**src/rtl/ex_mem_reg.sv**
```systemverilog
// EX/MEM pipeline register with a small data-memory request FSM.
// Holds EX results for the MEM stage and stalls upstream while a dcache access is outstanding.
module ex_mem_reg (
    input  logic        CLK,
    input  logic        nRST,
    input  logic        enable,
    input  logic        flush,
    input  logic        dhit,
    input  logic [31:0] instr_EX,
    input  logic [31:0] npc_EX,
    input  logic [31:0] aluout_EX,
    input  logic [31:0] storedata_EX,
    input  logic        RegWr_EX,
    input  logic        memWr_EX,
    input  logic        memtoReg_EX,
    input  logic        halt_EX,
    output logic [31:0] instr_MEM,
    output logic [31:0] npc_MEM,
    output logic [31:0] aluout_MEM,
    output logic [31:0] storedata_MEM,
    output logic        RegWr_MEM,
    output logic        memWr_MEM,
    output logic        memtoReg_MEM,
    output logic        halt_MEM,
    output logic        dREN,
    output logic        dWEN,
    output logic [31:0] daddr,
    output logic [31:0] dstore,
    output logic        mem_busy
);

    typedef enum logic [1:0] {IDLE, REQ, DONE} state_t;

    state_t      state_q, state_d;
    logic [31:0] instr_q, instr_d;
    logic [31:0] npc_q, npc_d;
    logic [31:0] aluout_q, aluout_d;
    logic [31:0] storedata_q, storedata_d;
    logic        regwr_q, regwr_d;
    logic        memwr_q, memwr_d;
    logic        memtoreg_q, memtoreg_d;
    logic        halt_q, halt_d;
    logic        busy;
    logic        advance;

    assign busy    = (state_q == REQ);
    assign advance = (enable | flush) & ~busy & ~halt_q;

    // Flush beats enable; an outstanding request or a halted stage blocks both.
    always_comb begin
        state_d     = state_q;
        instr_d     = instr_q;
        npc_d       = npc_q;
        aluout_d    = aluout_q;
        storedata_d = storedata_q;
        regwr_d     = regwr_q;
        memwr_d     = memwr_q;
        memtoreg_d  = memtoreg_q;
        halt_d      = halt_q;

        if (advance) begin
            if (flush) begin
                state_d     = IDLE;
                instr_d     = '0;
                npc_d       = '0;
                aluout_d    = '0;
                storedata_d = '0;
                regwr_d     = 1'b0;
                memwr_d     = 1'b0;
                memtoreg_d  = 1'b0;
                halt_d      = 1'b0;
            end else begin
                state_d     = (memtoReg_EX | memWr_EX) ? REQ : IDLE;
                instr_d     = instr_EX;
                npc_d       = npc_EX;
                aluout_d    = aluout_EX;
                storedata_d = storedata_EX;
                regwr_d     = RegWr_EX;
                memwr_d     = memWr_EX;
                memtoreg_d  = memtoReg_EX;
                halt_d      = halt_EX;
            end
        end else if ((state_q == REQ) && dhit) begin
            state_d = DONE;
        end
    end

    always_ff @(posedge CLK) begin
        if (!nRST) begin
            state_q     <= IDLE;
            instr_q     <= '0;
            npc_q       <= '0;
            aluout_q    <= '0;
            storedata_q <= '0;
            regwr_q     <= 1'b0;
            memwr_q     <= 1'b0;
            memtoreg_q  <= 1'b0;
            halt_q      <= 1'b0;
        end else begin
            state_q     <= state_d;
            instr_q     <= instr_d;
            npc_q       <= npc_d;
            aluout_q    <= aluout_d;
            storedata_q <= storedata_d;
            regwr_q     <= regwr_d;
            memwr_q     <= memwr_d;
            memtoreg_q  <= memtoreg_d;
            halt_q      <= halt_d;
        end
    end

    // A store-conditional carries both memWr and memtoReg but only issues the write.
    assign dREN          = busy & memtoreg_q & ~memwr_q;
    assign dWEN          = busy & memwr_q;
    assign mem_busy      = busy;
    assign instr_MEM     = instr_q;
    assign npc_MEM       = npc_q;
    assign aluout_MEM    = aluout_q;
    assign storedata_MEM = storedata_q;
    assign RegWr_MEM     = regwr_q;
    assign memWr_MEM     = memwr_q;
    assign memtoReg_MEM  = memtoreg_q;
    assign halt_MEM      = halt_q;
    assign daddr         = aluout_q;
    assign dstore        = storedata_q;

endmodule

```
**config.mk**
```make
export PLATFORM = sky130hd
export DESIGN_NAME = ex_mem_reg
export DESIGN_NICKNAME = d
export VERILOG_FILES = /design/src/rtl/ex_mem_reg.sv
export SDC_FILE = /design/constraint.sdc
export NUM_CORES = 1
export LEC_CHECK = 0
export ABC_AREA = 1
export CORE_MARGIN = 3
export CORE_UTILIZATION = 41
export DETAILED_ROUTE_END_ITERATION = 10
export MAX_ROUTING_LAYER = met4
export PLACE_DENSITY = 0.81
export SYNTH_ARGS = -nofsm -noshare
export SYNTH_HDL_FRONTEND = slang
export SYNTH_SLANG_ARGS = --single-unit
```
**constraint.sdc**
```tcl
create_clock -name CLK -period 1.6 [get_ports CLK]
set_clock_uncertainty 0.1 [all_clocks]
set_input_delay 0.16 -clock CLK [delete_from_list [all_inputs] [get_ports CLK]]
set_output_delay 0.16 -clock CLK [all_outputs]
set_load 0.05 [all_outputs]
```
Fig. 1: register map, names as in the netlist
Other sequential cells in the stronger gray, the rest of the logic in the fainter gray.
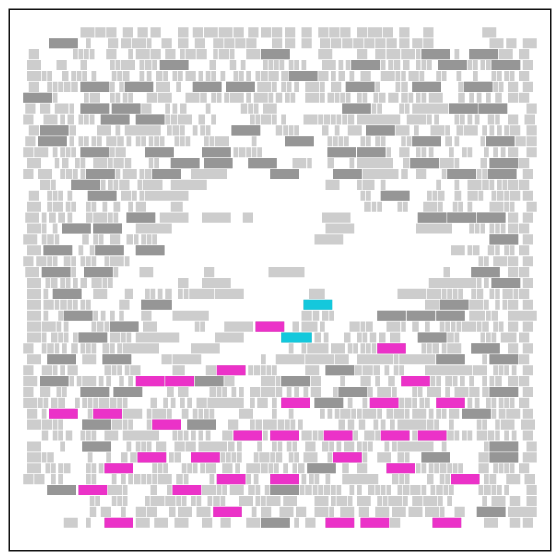
Cyan is `state_q`, flops 2. Magenta is `npc_MEM`, flops 32.
Another 100 sequential cells are not colored.

==> impl_metrics.json <==
{
  "outcome": "completed",
  "yosys_warnings": 0,
  "mux_share_pct": 0,
  "place_area_sq_um": 9520,
  "xor_share_pct": 0,
  "cts_hold_buf": 0,
  "adder_share_pct": 0,
  "grt_usage_pct": 23.0,
  "nets": 1473,
  "cp-start-kind": "register",
  "rsz0062_at_grt": "no",
  "cp_slowest_cell": "dfxtp_1",
  "die-width_um": 135,
  "cp.buffers_inverters": 3,
  "dominant_cells": "buffers",
  "maxPowerGroup": "combinational logic",
  "hp-class": "in2reg",
  "tightestPinTransition_ps": 316,
  "comb_area_share_pct": 26.8,
  "n_all_buffers": 370,
  "yosys_cells": 1082,
  "powerComb_mw": 4.50,
  "area_leaders": "dfxtp_1 39%, nand2_1 22%, nand3_1 9.7%",
  "clkLatencyLatePin_ps": 420,
  "cts.clk_slew.worst_paths_ps": 60,
  "min_period_ps": 1550,
  "grt-ovfl-total": 0,
  "layoutNonFillerInstCount": 1566,
  "critical_path.cell_chain": "inv_2 > nand2_4 > buf_12 > nor2_4 > buf_12",
  "ios": 336,
  "cts.htree.levels": 4,
  "finalSetupTns_ps": 0,
  "antenna_cells": 1,
  "clock-sinks": 134,
  "synth.most_common_cell": "nand2_1",
  "ff_type": "dfxtp_1",
  "syn_area_sq_um": 6800,
  "cp_top_family": "buffers and inverters",
  "r2r_setup_slack_ps": 130,
  "wl_met3_um": 1710,
  "internal_power_mw": 7.76,
  "top_area_cell": "dfxtp_1",
  "ys_ff": 134,
  "place_ws_ps": -136,
  "fmax_mhz": 644,
  "synthDistinctLibCells": 15,
  "syn_avg_cell_area_sq_um": 6.28,
  "vias": 7077,
  "power.density_nw_per_um2": 1220,
  "final-comb-area_sq_um": 2750,
  "switchingPower_mw": 4.76,
  "coreArea_sq_um": 16100,
  "ys_top_logic_family": "simple AND/OR/NAND/NOR gates",
  "fp_nets": 1219,
  "grt_pass1_wl_um": 32600
}
Fig. 2: signal wires on met2
Bar = 50 um.
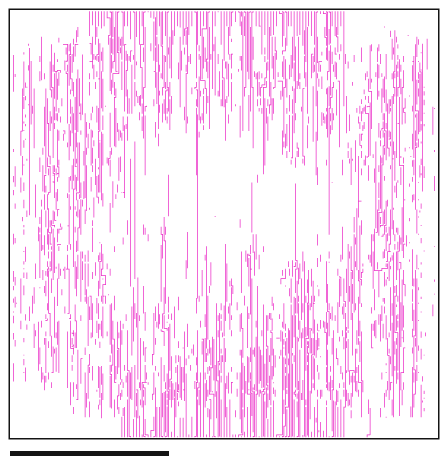
The longest straight run is 57.8 um. The wires run mostly vertical. The layer carries 10,400 um of wire. 1,076 nets have wire on it.

[path summary, 6_finish.rpt]
kind,end,depth (start not counted)
max,dWEN,5
min,halt_MEM$_SDFFE_PN0P_,3
max reg2reg,aluout_MEM[6]$_SDFFE_PN0P_,8
min reg2reg,state_q[1]$_SDFFE_PN0P_,2
[per-layer routing]
layer  vias up  global-route usage, %
met5         -                      -
met4         0                   8.09
met3        31                   5.85
met2       274                   38.4
met1      3120                   27.0
li1       3652                      -
[flip-flops by register name (all words and copies together) (netlist names)]
register and count:
dstore 32, halt_MEM 1, memWr_MEM 1, aluout_MEM 32, npc_MEM 32, instr_MEM 32, memtoReg_MEM 1, RegWr_MEM 1
state_q 2
[tightest hold or removal path, stage by stage]
cell and delay [ps]:
clkdlybuf4s50_1 460, nand2_1 90, inv_1 30
